==> config.mk <==
export PLATFORM = sky130hd
export DESIGN_NAME = pmux_pipe_flat
export DESIGN_NICKNAME = d
export VERILOG_FILES = /design/src/rtl/pmux_pipe_if.sv /design/src/rtl/pmux_pipe.sv /design/src/flat_wrapper.sv
export SDC_FILE = /design/constraint.sdc
export NUM_CORES = 1
export LEC_CHECK = 0
export CAP_MARGIN = 0
export CORE_UTILIZATION = 45
export CTS_CLUSTER_SIZE = 8
export DETAILED_ROUTE_END_ITERATION = 10
export HOLD_SLACK_MARGIN = 0.02
export PLACE_DENSITY = 0.82
export RECOVER_POWER = 50
export SKIP_LAST_GASP = 1
export SLEW_MARGIN = 10
export SYNTH_ARGS = -nofsm -noshare
export SYNTH_HDL_FRONTEND = slang
export SYNTH_SLANG_ARGS = --single-unit
==> constraint.sdc <==
create_clock -name clk_i -period 2.35 [get_ports clk_i]
set_input_delay 0.235 -clock clk_i [delete_from_list [all_inputs] [get_ports clk_i]]
set_output_delay 0.235 -clock clk_i [all_outputs]
set_load 0.1 [all_outputs]
==> src/rtl/pmux_pipe_if.sv <==
// pmux_pipe_if: valid/ready stream bundle carrying selects, data words and the resolved result
interface pmux_pipe_if #(
   parameter int DATA_W = 16,
   parameter int SEL_W  = 3,
   parameter int LEVELS = 2
);
   localparam int LVL_W = $clog2(LEVELS + 1);
   logic                           valid_i;
   logic                           ready_o;
   logic [LEVELS*SEL_W-1:0]        sel_i;
   logic [(2**SEL_W)*DATA_W-1:0]   data_i;
   logic                           valid_o;
   logic                           ready_i;
   logic [DATA_W-1:0]              q_o;
   logic [LVL_W-1:0]               level_o;
   modport master (
      output valid_i, sel_i, data_i, ready_i,
      input  ready_o, valid_o, q_o, level_o
   );
   modport slave (
      input  valid_i, sel_i, data_i, ready_i,
      output ready_o, valid_o, q_o, level_o
   );
endinterface

==> src/rtl/pmux_pipe.sv <==
// pmux_pipe: priority-select mux plus per-level offset through a 2-stage valid/ready pipeline; PMUX_PIPE_SAT_EN saturates the adder
module pmux_pipe #(
   parameter int DATA_W = 16,
   parameter int SEL_W  = 3,
   parameter int LEVELS = 2
) (
   input logic       clk_i,
   input logic       rst_i,
   pmux_pipe_if.slave bus
);
   localparam int CHANNELS = 2**SEL_W;
   localparam int LVL_W    = $clog2(LEVELS + 1);
   logic [DATA_W-1:0] w_words [CHANNELS];
   logic [SEL_W-1:0]  w_sels  [LEVELS];
   logic [DATA_W-1:0] w_data, w_off, w_sum;
   logic [LVL_W-1:0]  w_lvl;
   logic              w_s1_load, w_s2_load;
   logic              r_s1_valid, r_s2_valid;
   logic [DATA_W-1:0] r_s1_data, r_s1_off, r_q;
   logic [LVL_W-1:0]  r_s1_lvl, r_s2_lvl;

   for (genvar c = 0; c < CHANNELS; c++) begin : g_words
      assign w_words[c] = bus.data_i[c*DATA_W +: DATA_W];
   end
   for (genvar l = 0; l < LEVELS; l++) begin : g_sels
      assign w_sels[l] = bus.sel_i[l*SEL_W +: SEL_W];
   end

   // lowest level not selecting the last channel wins; scanning downward lets it overwrite higher levels
   always_comb begin
      w_data = w_words[CHANNELS-1];
      w_off  = '0;
      w_lvl  = LVL_W'(LEVELS);
      for (int l = LEVELS - 1; l >= 0; l--) begin
         if (w_sels[l] != SEL_W'(CHANNELS - 1)) begin
            w_data = w_words[w_sels[l]];
            w_off  = DATA_W'(l * (CHANNELS - 1) + int'(w_sels[l]) + 1);
            w_lvl  = LVL_W'(l);
         end
      end
   end

`ifdef PMUX_PIPE_SAT_EN
   logic [DATA_W:0] w_full;
   assign w_full = {1'b0, r_s1_data} + {1'b0, r_s1_off};
   assign w_sum  = w_full[DATA_W] ? '1 : w_full[DATA_W-1:0];
`else
   assign w_sum  = r_s1_data + r_s1_off;
`endif

   assign w_s2_load   = ~r_s2_valid | bus.ready_i;
   assign w_s1_load   = ~r_s1_valid | w_s2_load;
   assign bus.ready_o = w_s1_load;
   assign bus.valid_o = r_s2_valid;
   assign bus.q_o     = r_q;
   assign bus.level_o = r_s2_lvl;

   // stage 1 captures the resolved word, offset and level
   always_ff @(posedge clk_i) begin
      if (rst_i) begin
         r_s1_valid <= 1'b0;
         r_s1_data  <= '0;
         r_s1_off   <= '0;
         r_s1_lvl   <= '0;
      end else if (w_s1_load) begin
         r_s1_valid <= bus.valid_i;
         r_s1_data  <= w_data;
         r_s1_off   <= w_off;
         r_s1_lvl   <= w_lvl;
      end
   end

   // stage 2 captures the sum and forwards the level
   always_ff @(posedge clk_i) begin
      if (rst_i) begin
         r_s2_valid <= 1'b0;
         r_q        <= '0;
         r_s2_lvl   <= '0;
      end else if (w_s2_load) begin
         r_s2_valid <= r_s1_valid;
         r_q        <= w_sum;
         r_s2_lvl   <= r_s1_lvl;
      end
   end
endmodule

==> src/flat_wrapper.sv <==
// flat-port wrapper written by rule: the top's interface ports become plain ports
module pmux_pipe_flat 
#(
   parameter int DATA_W = 16,
   parameter int SEL_W  = 3,
   parameter int LEVELS = 2
)
  (clk_i, rst_i, bus_valid_i, bus_sel_i, bus_data_i, bus_ready_i, bus_ready_o, bus_valid_o, bus_q_o, bus_level_o);
  pmux_pipe_if #(.DATA_W(DATA_W), .SEL_W(SEL_W), .LEVELS(LEVELS)) bus_i ();
  input logic clk_i;
  input logic rst_i;
  input wire logic [$bits(bus_i.valid_i)-1:0] bus_valid_i;
  input wire logic [$bits(bus_i.sel_i)-1:0] bus_sel_i;
  input wire logic [$bits(bus_i.data_i)-1:0] bus_data_i;
  input wire logic [$bits(bus_i.ready_i)-1:0] bus_ready_i;
  output wire logic [$bits(bus_i.ready_o)-1:0] bus_ready_o;
  output wire logic [$bits(bus_i.valid_o)-1:0] bus_valid_o;
  output wire logic [$bits(bus_i.q_o)-1:0] bus_q_o;
  output wire logic [$bits(bus_i.level_o)-1:0] bus_level_o;
  assign bus_i.valid_i = bus_valid_i;
  assign bus_i.sel_i = bus_sel_i;
  assign bus_i.data_i = bus_data_i;
  assign bus_i.ready_i = bus_ready_i;
  assign bus_ready_o = bus_i.ready_o;
  assign bus_valid_o = bus_i.valid_o;
  assign bus_q_o = bus_i.q_o;
  assign bus_level_o = bus_i.level_o;
  pmux_pipe #(.DATA_W(DATA_W), .SEL_W(SEL_W), .LEVELS(LEVELS)) u_core (.clk_i(clk_i), .rst_i(rst_i), .bus(bus_i));
endmodule
Figure 1. Gate families picked out (run 1).
(4 px per µm)
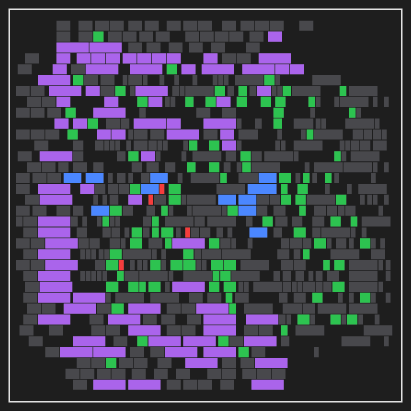
color	family	cells	most used
blue	adder and majority cells	11	ha_1
purple	multiplexers	80	mux4_2
green	inverting AOI/OAI gates	95	a22oi_1
red	inverters	4	inv_1

Figure 2. Where the registers sit (run 1).
(4 px per µm) Other sequential cells in the stronger gray, the rest of the logic in the fainter gray.
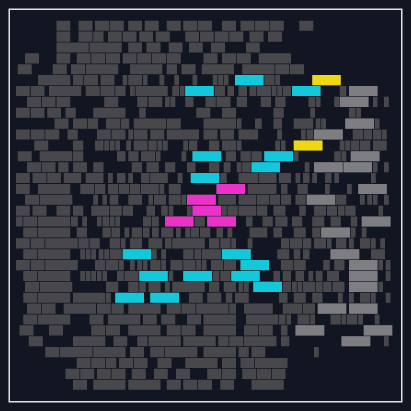
color	netlist name	flops
cyan	u_core.r_s1_data	16
magenta	u_core.r_s1_off	5
yellow	u_core.r_s1_lvl	2
not colored	20

Figure 3. Congestion heat map (run 1).
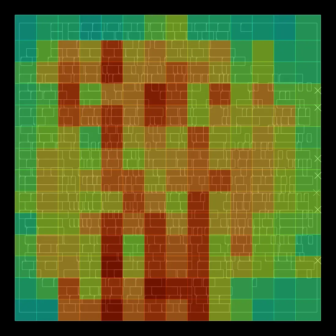
GR met1 Demand/Resource: 0.350
busiest layer in global routing: met2
post-layout util: 0.655
wire length per cell: 18.7 µm
met3 track demand over resource in global routing: 0.0408

==> Flow_metrics.wiki, run 1 <==
== Flow metrics ==
{| class="wikitable"
! Metric !! Value
|-
| Outcome || finished with violations
|-
| Violations in the final reports || DRC
|-
| End point of the critical path || u_core.bus.q_o[12]
|-
| First-pass GRT wire length || 20900 µm
|-
| Worst-path cell chain || ha_1 > fa_1 > a211o_1 > a21oi_2 > nor3_1 > xnor2_1 > a211oi_1
|-
| Detailed-placement wirelength estimate || 10400 µm
|-
| Kind of start point of the critical path || flip-flop
|-
| Number of tap cells added at floorplan || 108
|-
| Number of DRC markers after the initial detailed-route iteration || 393
|-
| Chip Area, Yosys || 0.00413 mm²
|-
| Net count, final || about 740
|-
| Capture instance of the worst register-to-register path || u_core.bus.q_o[12]
|-
| Least-Margin Pin Slew || 1.17 ns
|-
| Setup slack of the critical path after layout || about 0.26 ns
|-
| Met2 GRT Util || 0.471
|-
| Number of buffer and inverter stages on the critical path || 0
|-
| Flop share of the area || 0.149
|-
| Signal buffers || 181
|-
| Logic share of the area || 0.528
|-
| Yosys Warn Count || 0
|-
| Port-buffer cells || approximately 160
|-
| Wirelength, routed || 13000 µm
|-
| Cell taking the most area after synthesis || mux4_2
|-
| Clock tree root driver cell || clkbuf_8
|-
| Clock transition time at the flip-flop clock pins of the worst setup and hold paths || 0.08 ns
|-
| Area of combinational cells with multiple inputs || a little over 0.003 mm²
|-
| Hold violation total from the final report || 0
|-
| Standby leakage power || 2.20 nW
|-
| Setup slack of the worst register-to-register path || around 0.26 ns
|-
| Post-detailed-route via-to-cell ratio || 6.17
|-
| Post-layout instance count excluding filler cells || 696
|-
| Post-layout period usage || 0.887
|-
| Path class of the lowest-slack min-delay path || in -> reg
|-
| Routed met3 length || around 930 µm
|-
| Vias after detailed routing || around 4300
|-
| Vertical die dimension || 97.8 µm
|-
| Crit Path Max Fanout || 7
|-
| Worst Hold Slack || 0.415 ns
|-
| Power of the sequential group || 0.000841 W
|-
| Met2 layer wire length in the routed design || 6550 µm
|-
| Aggregate global-route resource usage || 0.271
|-
| Minimum setup slack after placement || 0.0154 ns
|-
| Count of library flops with an enable pin || 0
|-
| Total internal power || 0.00150 W
|-
| Via count of the first global-routing pass || 4323
|-
| Cell area after synthesis || 0.00413 mm²
|-
| Clock Tree Buf Depth || 2
|-
| Depth of the worst register-to-register path || 7
|-
| Maximum Capacitance Violations || 0
|-
| Total grt overflow || 0
|-
| Post-Route Setup TNS || 0 ns
|-
| Footprint of the flip-flops and latches || 861 µm²
|-
| Hold Path Depth || 3
|-
| Maximum clock frequency || 479 MHz
|-
| Sink count of the clock tree || 43
|-
| FFs w/ async S/R, synth || 0
|-
| Slowest stage delay, CP || between 0.4 and 0.5 ns
|-
| Combinational share of power || 0.448
|-
| Multiplexer share of the synthesized area || 0.346
|-
| Synth top area share || 0.273
|-
| Power spent charging and discharging nets || 0.000857 W
|-
| Sequential Power Share || 0.356
|-
| Power density over cell area || 409 mW/mm²
|-
| Nonclk inv count || 4
|-
| Log Warnings || 28
|-
| Horizontal extent of the die || between 90 and 100 µm
|-
| Number of CTS-inserted buffers || 5
|-
| Die outline area || roughly 0.0096 mm²
|-
| Starting density of the core || 0.469
|-
| Logic power comb || 0.00106 W
|-
| Count of sequential standard cells || 43
|-
| CTS HTree Levels || 2
|-
| Crit path max-delay cell type || fa_1
|-
| Number of flip-flops and latches in the synthesized netlist || 43
|-
| Terminating pin of the worst hold path || u_core.r_s1_off[3]
|-
| Avg Synthesized Cell Area || 9.47 µm²
|-
| Mapped Cells || 436
|-
| Xor+xnor area frac || 0.0191
|-
| Leading cell types by total area after synthesis || mux4_2 27%, dfxtp_1 21%, mux2i_1 7.3%
|-
| DRC errors left || 13
|-
| Synth logic family || multiplexers
|}
Figure 4. A small window of the routed layout (run 1).
Region (29, 48) to (69, 88) µm. Cells in gray, sequential cells in the stronger gray; small squares are vias.
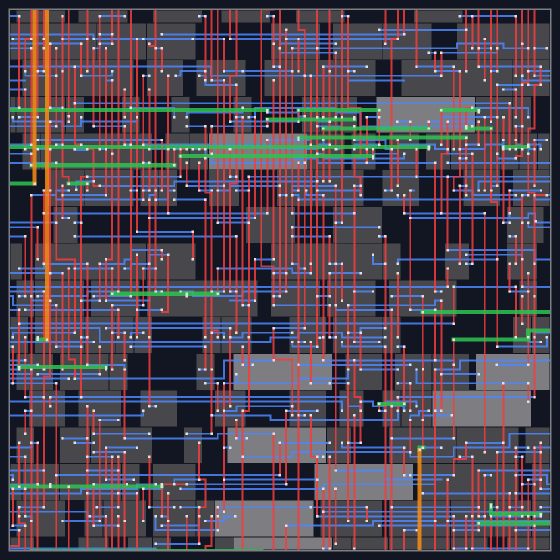

--- run 2 (diff from run 1) ---
- ABC_AREA: unset -> 1
- CORE_UTILIZATION: 45 -> 49
- PLACE_DENSITY: 0.82 -> 0.83
- SKIP_LAST_GASP: 1 -> unset
Figure 5. A small window of the routed layout (run 2).
Region (32, 53) to (72, 93) µm. Cells in gray, sequential cells in the stronger gray; small squares are vias.
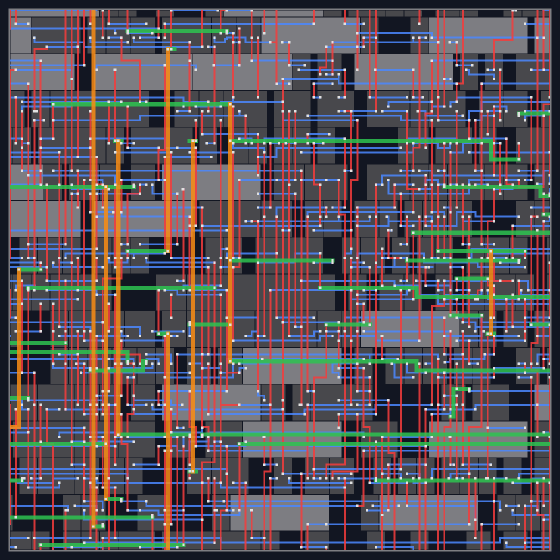
color	layer
green	met3
blue	met1
orange	met4
red	met2
cells with their middle in the window	189
netlist names of flops here include	u_core.r_s1_data (6), u_core.r_s1_off (5), u_core.bus.q_o (4)
most frequent	nand2_1 (42), inv_1 (22), nor2_1 (20)
sequential cells in the window	16

Figure 6. M2 wires (run 2).
(3 px per µm)
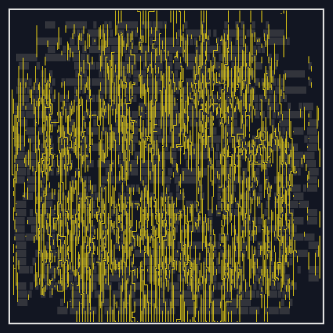
main direction	vertical
share of all routed wire	47%

==> Flow_metrics.wiki, run 2 <==
== Flow metrics ==
{| class="wikitable"
! Metric !! Value
|-
| Post-layout period usage || 0.844 (was 0.887)
|-
| Wire length per cell || 13.8 µm (was 18.7 µm)
|-
| GR met1 Demand/Resource || 0.396 (was 0.350)
|-
| Met3 track demand over resource in global routing || 0.0576 (was 0.0408)
|-
| Met2 GRT Util || 0.553 (was 0.471)
|-
| Aggregate global-route resource usage || 0.323 (was 0.271)
|-
| First-pass GRT wire length || 29100 µm (was 20900 µm)
|-
| Cell taking the most area after synthesis || nand2_1 (was mux4_2)
|-
| Chip Area, Yosys || 0.00512 mm² (was 0.00413 mm²)
|-
| Number of CTS-inserted buffers || 5 (unchanged)
|-
| Maximum clock frequency || 504 MHz (was 479 MHz)
|-
| Port-buffer cells || 157 (unchanged)
|-
| Least-Margin Pin Slew || 1.17 ns (about the same)
|-
| Clock tree root driver cell || clkbuf_8 (unchanged)
|-
| Count of library flops with an enable pin || 0 (unchanged)
|-
| Wirelength, routed || 17300 µm (was 13000 µm)
|-
| Worst-path cell chain || clkdlybuf4s50_1 > nor2_4 > inv_2 > nor2_4 > inv_1 > buf_12 (was ha_1 > fa_1 > a211o_1 > a21oi_2 > nor3_1 > xnor2_1 > a211oi_1)
|-
| Power spent charging and discharging nets || 0.00105 W (was 0.000857 W)
|-
| Routed met3 length || 1400 µm (was 928 µm)
|-
| Logic share of the area || 0.499 (was 0.528)
|-
| Xor+xnor area frac || 0.00855 (was 0.0191)
|-
| Synth logic family || simple AND/OR/NAND/NOR gates (was multiplexers)
|-
| Power of the sequential group || 0.000837 W (was 0.000841 W)
|-
| Flop share of the area || 0.127 (was 0.149)
|-
| Net count, final || 1262 (was 736)
|-
| Signal buffers || 181 (unchanged)
|-
| Combinational share of power || 0.437 (was 0.448)
|-
| FFs w/ async S/R, synth || 0 (unchanged)
|-
| Synth top area share || 0.232 (was 0.273)
|-
| Via count of the first global-routing pass || 6278 (was 4323)
|-
| Sink count of the clock tree || 43 (unchanged)
|-
| Vias after detailed routing || 6632 (was 4296)
|-
| Cell area after synthesis || 0.00512 mm² (was 0.00413 mm²)
|-
| Footprint of the flip-flops and latches || 861 µm² (unchanged)
|-
| Avg Synthesized Cell Area || 5.21 µm² (was 9.47 µm²)
|-
| Total internal power || 0.00168 W (was 0.00150 W)
|-
| Area of combinational cells with multiple inputs || 0.00338 mm² (was 0.00305 mm²)
|-
| Crit Path Max Fanout || 23 (was 7)
|-
| Depth of the worst register-to-register path || 10 (was 7)
|-
| Multiplexer share of the synthesized area || 0 (was 0.346)
|-
| Standby leakage power || 3.56 nW (was 2.20 nW)
|-
| Log Warnings || 28 (unchanged)
|-
| Hold violation total from the final report || 0 (unchanged)
|-
| Vertical die dimension || 104 µm (was 97.8 µm)
|-
| Number of DRC markers after the initial detailed-route iteration || 464 (was 393)
|-
| Number of flip-flops and latches in the synthesized netlist || 43 (unchanged)
|-
| Total grt overflow || 0 (unchanged)
|-
| Crit path max-delay cell type || inv_1 (was fa_1)
|-
| Met2 layer wire length in the routed design || 8150 µm (was 6550 µm)
|-
| DRC errors left || 0 (was 13)
|-
| Worst Hold Slack || 0.371 ns (was 0.415 ns)
|-
| Slowest stage delay, CP || 0.57 ns (was 0.43 ns)
|-
| Horizontal extent of the die || 104 µm (was 97.8 µm)
|-
| Post-Route Setup TNS || 0 ns (unchanged)
|-
| End point of the critical path || bus_ready_o (was u_core.bus.q_o[12])
|-
| Number of tap cells added at floorplan || 133 (was 108)
|-
| Capture instance of the worst register-to-register path || u_core.bus.q_o[6] (was u_core.bus.q_o[12])
|-
| Post-layout util || 0.680 (was 0.655)
|-
| Sequential Power Share || 0.307 (was 0.356)
|-
| CTS HTree Levels || 2 (unchanged)
|-
| Starting density of the core || 0.515 (was 0.469)
|-
| Path class of the lowest-slack min-delay path || in -> reg (unchanged)
|-
| Minimum setup slack after placement || 0.236 ns (was 0.0154 ns)
|-
| Busiest layer in global routing || met2 (unchanged)
|-
| Nonclk inv count || 151 (was 4)
|-
| Die outline area || 0.0109 mm² (was 0.00956 mm²)
|-
| Setup slack of the worst register-to-register path || 0.53 ns (was 0.26 ns)
|-
| Detailed-placement wirelength estimate || 12800 µm (was 10400 µm)
|-
| Kind of start point of the critical path || input pin (was flip-flop)
|-
| Outcome || finished clean (was finished with violations)
|-
| Leading cell types by total area after synthesis || nand2_1 23%, dfxtp_1 17%, nand3_1 16% (was mux4_2 27%, dfxtp_1 21%, mux2i_1 7.3%)
|-
| Terminating pin of the worst hold path || u_core.r_s1_off[0] (was u_core.r_s1_off[3])
|-
| Count of sequential standard cells || 43 (unchanged)
|}
Figure 7. Where the registers sit (run 2).
(4 px per µm) Other sequential cells in the stronger gray, the rest of the logic in the fainter gray.
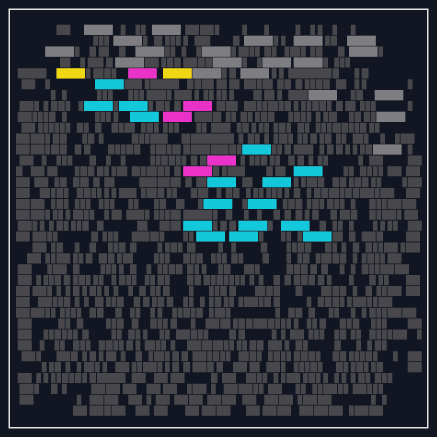

--- run 3 (diff from run 2) ---
- clock period: 2.35 -> 1.9 ns (I/O delays scaled with it)
Figure 8. Where the registers sit (run 3).
(4 px per µm) Other sequential cells in the stronger gray, the rest of the logic in the fainter gray.
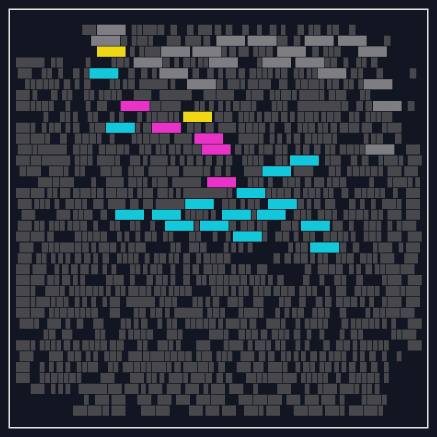
color	netlist name	flops
cyan	u_core.r_s1_data	16
magenta	u_core.r_s1_off	5
yellow	u_core.r_s1_lvl	2
not colored	20

==> Flow_metrics.wiki, run 3 <==
== Flow metrics ==
{| class="wikitable"
! Metric !! Value
|-
| Aggregate global-route resource usage || 0.319 (was 0.323)
|-
| Area of combinational cells with multiple inputs || 0.00338 mm² (about the same)
|-
| CTS HTree Levels || 2 (unchanged)
|-
| Number of buffer and inverter stages on the critical path || 5 (was 4)
|-
| Logic power comb || 0.00152 W (was 0.00119 W)
|-
| DRC errors left || 0 (unchanged)
|-
| Post-layout period usage || 0.929
|-
| Wire length per cell || 13.6 µm (was 13.8 µm)
|-
| Met2 layer wire length in the routed design || 8200 µm (was 8150 µm)
|-
| Post-detailed-route via-to-cell ratio || 5.33 (was 5.32)
|-
| Hold Path Depth || 3 (unchanged)
|-
| Outcome || finished clean (unchanged)
|-
| Port-buffer cells || 157 (unchanged)
|-
| Synth logic family || simple AND/OR/NAND/NOR gates (unchanged)
|-
| Vias after detailed routing || 6731 (was 6632)
|-
| Footprint of the flip-flops and latches || 861 µm² (unchanged)
|-
| Net count, final || 1278 (was 1262)
|-
| Nonclk inv count || 151 (unchanged)
|-
| Path class of the lowest-slack min-delay path || in -> reg (unchanged)
|-
| Busiest layer in global routing || met2 (unchanged)
|-
| Combinational share of power || 0.445 (was 0.437)
|-
| Least-Margin Pin Slew || 0.545 ns (was 1.17 ns)
|-
| Kind of start point of the critical path || flip-flop (was input pin)
|-
| Crit Path Max Fanout || 11 (was 23)
|-
| Setup slack of the critical path after layout || 0.135 ns (was 0.367 ns)
|-
| Multiplexer share of the synthesized area || 0 (unchanged)
|-
| Power spent charging and discharging nets || 0.00130 W (was 0.00105 W)
|-
| Worst Hold Slack || 0.300 ns (was 0.371 ns)
|-
| Cell area after synthesis || 0.00512 mm² (unchanged)
|-
| Depth of the worst register-to-register path || 10 (unchanged)
|-
| Post-layout instance count excluding filler cells || 1263 (was 1247)
|-
| Log Warnings || 28 (unchanged)
|-
| Post-layout util || 0.702 (was 0.680)
|-
| Avg Synthesized Cell Area || 5.21 µm² (unchanged)
|-
| Via count of the first global-routing pass || 6429 (was 6278)
|-
| Count of sequential standard cells || 43 (unchanged)
|-
| Signal buffers || 197 (was 181)
|-
| Power of the sequential group || 0.00104 W (was 0.000837 W)
|-
| Maximum clock frequency || 567 MHz
|-
| Xor+xnor area frac || 0.00855 (unchanged)
|-
| Cell taking the most area after synthesis || nand2_1 (unchanged)
|-
| Clock tree root driver cell || clkbuf_8 (unchanged)
|-
| Total grt overflow || 0 (unchanged)
|-
| Detailed-placement wirelength estimate || 13100 µm (was 12800 µm)
|-
| Number of flip-flops and latches in the synthesized netlist || 43 (unchanged)
|-
| Setup slack of the worst register-to-register path || 0.18 ns (was 0.53 ns)
|}
Figure 9. A small window of the routed layout (run 3).
Region (32, 53) to (72, 93) µm. Cells in gray, sequential cells in the stronger gray; small squares are vias.
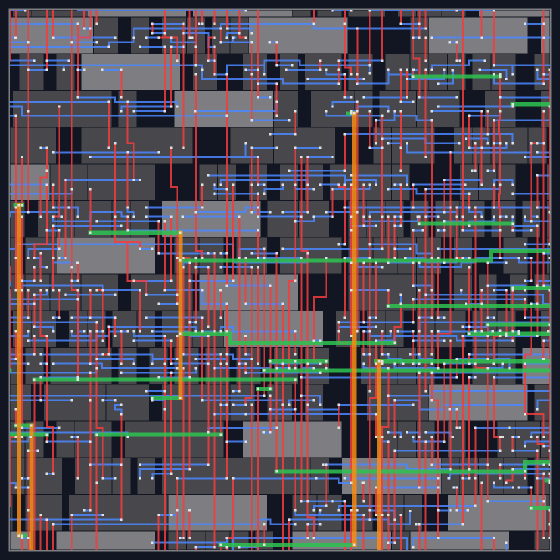
color	layer
blue	met1
green	met3
orange	met4
red	met2
cells with their middle in the window	185
most frequent	nand2_1 (41), inv_1 (23)
sequential cells in the window	17
netlist names of flops here include	u_core.r_s1_data (7), u_core.bus.q_o (4), u_core.r_s1_off (4)

Power and IR drop assume default switching activity.
